`src/rtl/core_pkg.sv`:
```
// Shared types and helpers for the dual-issue operand-fetch stage.
// Word/index widths, load opcode and load detection.
package core_pkg;
    localparam int XLEN   = 32;
    localparam int RIDX_W = 5;

    typedef logic [XLEN-1:0]   word_t;
    typedef logic [RIDX_W-1:0] reg_idx_t;

    localparam logic [5:0] OP_LOAD = 6'b010000;

    function automatic logic is_load(input logic [31:0] inst);
        return inst[31:26] == OP_LOAD;
    endfunction
endpackage

```
`src/rtl/fwd_mux.sv`:
```
// Per-operand bypass selector: picks the youngest matching producer, else the GPR read.
// hit reports that the operand came from a bypass path rather than the register file.
module fwd_mux
    import core_pkg::*;
(
    input  logic         src_flag,
    input  reg_idx_t     src,
    input  word_t        gpr_data,
    input  word_t        u_tdata_exec,
    input  word_t        l_tdata_exec,
    input  reg_idx_t     u_rt_exec,
    input  reg_idx_t     l_rt_exec,
    input  logic         u_rt_flag_exec,
    input  logic         l_rt_flag_exec,
    input  logic         u_load_exec,
    input  logic         l_load_exec,
    input  reg_idx_t     u_rt_mem,
    input  reg_idx_t     l_rt_mem,
    input  logic         u_rt_flag_mem,
    input  logic         l_rt_flag_mem,
    input  logic         u_load_mem,
    input  logic         l_load_mem,
    input  word_t        l_tdata_mem,
    input  logic [63:0]  mem_doutb,
    output word_t        operand,
    output logic         hit
);
    always_comb begin
        operand = gpr_data;
        hit     = 1'b0;
        if (src_flag) begin
            // Exec-stage loads have no data yet; those fall through to older producers.
            if (l_rt_flag_exec && !l_load_exec && l_rt_exec == src) begin
                operand = l_tdata_exec;
                hit     = 1'b1;
            end else if (u_rt_flag_exec && !u_load_exec && u_rt_exec == src) begin
                operand = u_tdata_exec;
                hit     = 1'b1;
            end else if (l_rt_flag_mem && l_rt_mem == src) begin
                operand = l_load_mem ? mem_doutb[31:0] : l_tdata_mem;
                hit     = 1'b1;
            end else if (u_rt_flag_mem && u_load_mem && u_rt_mem == src) begin
                // Upper non-load results already retired through exec; only loads bypass here.
                operand = mem_doutb[63:32];
                hit     = 1'b1;
            end
        end
    end
endmodule

```
`src/rtl/operand_fetch.sv`:
```
// Register-read stage: GPR read, four-way bypass, load-use bubble, pipeline register to exec.
// Optional perf counters under OPERAND_FETCH_PERF_EN.
module operand_fetch
    import core_pkg::*;
(
    input  logic                  clk,
    input  logic                  rst,
    input  logic                  interlock,
    input  logic [63:0]           inst_from_dec,
    input  logic                  valid_from_dec,
    input  logic [2*RIDX_W-1:0]   u_rs_from_dec,
    input  logic [1:0]            u_rs_flag_from_dec,
    input  logic [2*RIDX_W-1:0]   l_rs_from_dec,
    input  logic [1:0]            l_rs_flag_from_dec,
    input  reg_idx_t              u_rt_from_dec,
    input  logic                  u_rt_flag_from_dec,
    input  reg_idx_t              l_rt_from_dec,
    input  logic                  l_rt_flag_from_dec,
    output logic [4*RIDX_W-1:0]   gpr_raddr,
    input  logic [4*XLEN-1:0]     gpr_rdata,
    input  word_t                 u_tdata_from_exec,
    input  word_t                 l_tdata_from_exec,
    input  reg_idx_t              u_rt_from_exec,
    input  reg_idx_t              l_rt_from_exec,
    input  logic                  u_rt_flag_from_exec,
    input  logic                  l_rt_flag_from_exec,
    input  logic [63:0]           inst_from_mem,
    input  reg_idx_t              u_rt_from_mem,
    input  reg_idx_t              l_rt_from_mem,
    input  logic                  u_rt_flag_from_mem,
    input  logic                  l_rt_flag_from_mem,
    input  word_t                 l_tdata_from_mem,
    input  logic [63:0]           mem_doutb,
    output logic                  stall_to_dec,
    output logic [63:0]           inst_to_exec,
    output logic                  valid_to_exec,
    output reg_idx_t              u_rt_to_exec,
    output logic                  u_rt_flag_to_exec,
    output reg_idx_t              l_rt_to_exec,
    output logic                  l_rt_flag_to_exec,
    output word_t                 u_opa_to_exec,
    output word_t                 u_opb_to_exec,
    output word_t                 l_opa_to_exec,
    output word_t                 l_opb_to_exec
`ifdef OPERAND_FETCH_PERF_EN
    ,
    output logic [31:0]           perf_stall_cnt,
    output logic [31:0]           perf_fwd_cnt
`endif
);
    reg_idx_t   src [4];
    logic [3:0] src_flag;
    word_t      op [4];
    logic [3:0] hit;
    logic       exec_u_load, exec_l_load, mem_u_load, mem_l_load;
    logic       hazard;

    // Operand order everywhere: 0 = u_rs1, 1 = u_rs2, 2 = l_rs1, 3 = l_rs2.
    assign src[0]   = u_rs_from_dec[2*RIDX_W-1:RIDX_W];
    assign src[1]   = u_rs_from_dec[RIDX_W-1:0];
    assign src[2]   = l_rs_from_dec[2*RIDX_W-1:RIDX_W];
    assign src[3]   = l_rs_from_dec[RIDX_W-1:0];
    assign src_flag = {l_rs_flag_from_dec[0], l_rs_flag_from_dec[1],
                       u_rs_flag_from_dec[0], u_rs_flag_from_dec[1]};
    assign gpr_raddr = {u_rs_from_dec, l_rs_from_dec};

    assign exec_u_load = is_load(inst_to_exec[63:32]);
    assign exec_l_load = is_load(inst_to_exec[31:0]);
    assign mem_u_load  = is_load(inst_from_mem[63:32]);
    assign mem_l_load  = is_load(inst_from_mem[31:0]);

    for (genvar i = 0; i < 4; i++) begin : g_fwd
        fwd_mux u_fwd (
            .src            (src[i]),
            .src_flag       (src_flag[i]),
            .gpr_data       (gpr_rdata[4*XLEN-1-i*XLEN -: XLEN]),
            .u_tdata_exec   (u_tdata_from_exec),
            .l_tdata_exec   (l_tdata_from_exec),
            .u_rt_exec      (u_rt_from_exec),
            .l_rt_exec      (l_rt_from_exec),
            .u_rt_flag_exec (u_rt_flag_from_exec),
            .l_rt_flag_exec (l_rt_flag_from_exec),
            .u_load_exec    (exec_u_load),
            .l_load_exec    (exec_l_load),
            .u_rt_mem       (u_rt_from_mem),
            .l_rt_mem       (l_rt_from_mem),
            .u_rt_flag_mem  (u_rt_flag_from_mem),
            .l_rt_flag_mem  (l_rt_flag_from_mem),
            .u_load_mem     (mem_u_load),
            .l_load_mem     (mem_l_load),
            .l_tdata_mem    (l_tdata_from_mem),
            .mem_doutb      (mem_doutb),
            .operand        (op[i]),
            .hit            (hit[i])
        );
    end

    always_comb begin
        hazard = 1'b0;
        if (valid_to_exec && valid_from_dec) begin
            for (int i = 0; i < 4; i++) begin
                if (src_flag[i]) begin
                    if (exec_u_load && u_rt_flag_to_exec && u_rt_to_exec == src[i]) hazard = 1'b1;
                    if (exec_l_load && l_rt_flag_to_exec && l_rt_to_exec == src[i]) hazard = 1'b1;
                end
            end
        end
    end

    assign stall_to_dec = hazard;

    always_ff @(posedge clk) begin
        if (rst) begin
            inst_to_exec      <= '0;
            valid_to_exec     <= 1'b0;
            u_rt_to_exec      <= '0;
            u_rt_flag_to_exec <= 1'b0;
            l_rt_to_exec      <= '0;
            l_rt_flag_to_exec <= 1'b0;
            u_opa_to_exec     <= '0;
            u_opb_to_exec     <= '0;
            l_opa_to_exec     <= '0;
            l_opb_to_exec     <= '0;
        end else if (!interlock) begin
            if (hazard) begin
                inst_to_exec      <= '0;
                valid_to_exec     <= 1'b0;
                u_rt_to_exec      <= '0;
                u_rt_flag_to_exec <= 1'b0;
                l_rt_to_exec      <= '0;
                l_rt_flag_to_exec <= 1'b0;
                u_opa_to_exec     <= '0;
                u_opb_to_exec     <= '0;
                l_opa_to_exec     <= '0;
                l_opb_to_exec     <= '0;
            end else begin
                inst_to_exec      <= inst_from_dec;
                valid_to_exec     <= valid_from_dec;
                u_rt_to_exec      <= u_rt_from_dec;
                u_rt_flag_to_exec <= u_rt_flag_from_dec;
                l_rt_to_exec      <= l_rt_from_dec;
                l_rt_flag_to_exec <= l_rt_flag_from_dec;
                u_opa_to_exec     <= op[0];
                u_opb_to_exec     <= op[1];
                l_opa_to_exec     <= op[2];
                l_opb_to_exec     <= op[3];
            end
        end
    end

`ifdef OPERAND_FETCH_PERF_EN
    logic [2:0] n_hit;

    always_comb begin
        n_hit = '0;
        for (int i = 0; i < 4; i++) n_hit = n_hit + {2'b00, hit[i]};
    end

    always_ff @(posedge clk) begin
        if (rst) begin
            perf_stall_cnt <= '0;
            perf_fwd_cnt   <= '0;
        end else if (!interlock) begin
            if (hazard) perf_stall_cnt <= perf_stall_cnt + 32'd1;
            else        perf_fwd_cnt   <= perf_fwd_cnt + {29'd0, n_hit};
        end
    end
`else
    logic unused_hit;
    assign unused_hit = |hit;
`endif
endmodule

```
`config.mk`:
```
export PLATFORM = sky130hd
export DESIGN_NAME = operand_fetch
export DESIGN_NICKNAME = d
export VERILOG_FILES = /design/src/rtl/core_pkg.sv /design/src/rtl/fwd_mux.sv /design/src/rtl/operand_fetch.sv
export SDC_FILE = /design/constraint.sdc
export NUM_CORES = 1
export LEC_CHECK = 0
export ABC_CLOCK_PERIOD_IN_PS = 2950
export CORE_AREA = 2 2 277 279
export DETAILED_ROUTE_END_ITERATION = 10
export DIE_AREA = 0 0 279 281
export REMOVE_ABC_BUFFERS = 1
export SLEW_MARGIN = 20
export SYNTH_ARGS = -nofsm -noshare
export SYNTH_HDL_FRONTEND = slang
export SYNTH_HIERARCHICAL = 1
export SYNTH_SLANG_ARGS = --single-unit
```
`constraint.sdc`:
```
create_clock -name clk -period 2.95 [get_ports clk]
set_clock_uncertainty 0.15 [all_clocks]
set_input_delay 0.4425 -clock clk [delete_from_list [all_inputs] [get_ports clk]]
set_output_delay 0.4425 -clock clk [all_outputs]
set_load 0.02 [all_outputs]
```
**Drive-strength map**

The bar under the picture is 100 um long.
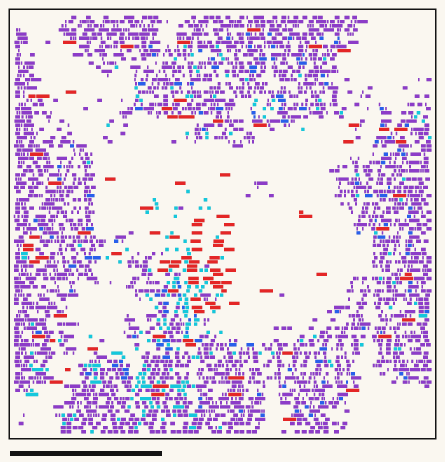
[x2] blue | cells: 123 | share: 4.1%
[x6 and larger] red | cells: 99 | share: 3.3%
[x1 and smaller] purple | cells: 2564 | share: 86%
[x3 and x4] cyan | cells: 202 | share: 6.8%
Non-CTS buffers: 888
fin area: 26800 um^2
Final Worst Setup Slack: 0.0153 ns

**Register map, names as in the netlist**

The bar under the picture is 100 um long. Other sequential cells in the stronger gray, the rest of the logic in the fainter gray.
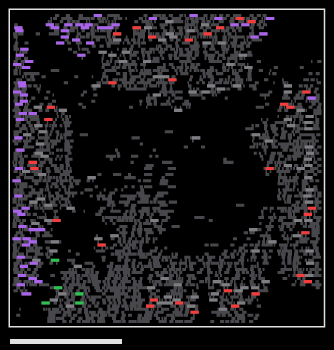
[inst_to_exec] purple | flops: 64 | where: all over the die
[l_rt_to_exec] green | flops: 5 | where: south-west
[l_opb_to_exec] red | flops: 32 | where: all over the die
flip-flop and latch power: 0.00308 W
storage element area: 4110 um^2
Layout Utilization: 0.355
sequential share of cell area: 0.153

==> summary.txt <==
run status: finished, final reports clean
initial antenna violation count: 21
DRT antenna net count: 0
internal power: 0.00651 W
Setup TNS: 0 ns
crit path DRT: 2.36 ns
share of cells above drive strength 1: 0.142
Fill cells: 7926
port bufs: 653
Net Sw Power: 0.00314 W
CTS tree: built
Post-CTS Hold Buffers: 0
Worst VDD drop: 0.000373 V
Top cell excl fill/tap: clkdlybuf4s50_1
final-report setup violation count: 0
Post-Layout Cell Count: 3983
total iterations of the first detailed-routing run: 6
DRT iter0 DRCs: 2162
post-CTS resize count: 17
routed vias/inst: 5.40
Area Growth Syn to Fin: 62.6%
slowest stage delay, CP: 0.35 ns
**Close-up of the layout**

Region (194, 55) to (224, 85) um. Cells in gray, sequential cells in the stronger gray; small squares are vias.
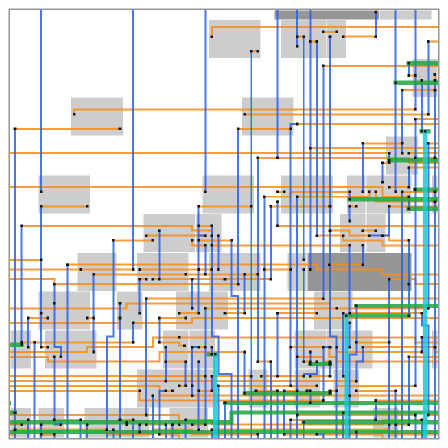
[M2] blue
[M4] cyan
[M3] green
[M1] orange
most frequent: mux2i_1 (6), a21oi_1 (6), clkdlybuf4s50_1 (6)
cells with their middle in the window: 41
sequential cells in the window: 1
netlist names of flops here include: u_opa_to_exec (1)

**Clock wires, drivers and flops**

The bar under the picture is 100 um long.
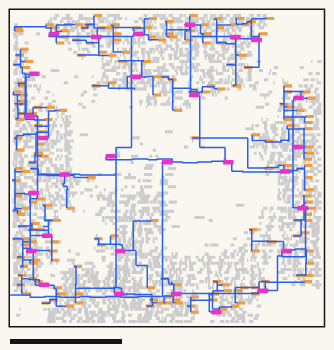
[clock wires] blue | length: 4340 um
[flip-flops] orange | count: 205
[clock-net drivers] magenta | count: 29
flops lie: all over the die
routed clock nets: 30
clock network power share: 0.375
clk_lat worst skew: 0.59 ns
Clock net power: 0.00361 W

[state kept, by name, indices dropped and copies added, names as in the netlist]
signal,flops
inst_to_exec,64
u_rt_flag_to_exec,1
l_opb_to_exec,32
u_opb_to_exec,32
u_opa_to_exec,32
l_rt_flag_to_exec,1
l_rt_to_exec,5
l_opa_to_exec,32
u_rt_to_exec,5
valid_to_exec,1
[path summary, 6_finish.rpt]
kind	endpoint	slack, ns	startpoint	cells after the start
worst max-delay path	stall_to_dec	0.02	inst_to_exec[60]	9
worst min-delay path	inst_to_exec[5]	0.24	inst_from_dec[5]	3
worst max register to register	inst_to_exec[37]	0.12	inst_to_exec[60]	11
worst min register to register	inst_to_exec[5]	0.29	inst_to_exec[5]	2
Power is estimated from default activity; no workload was simulated.
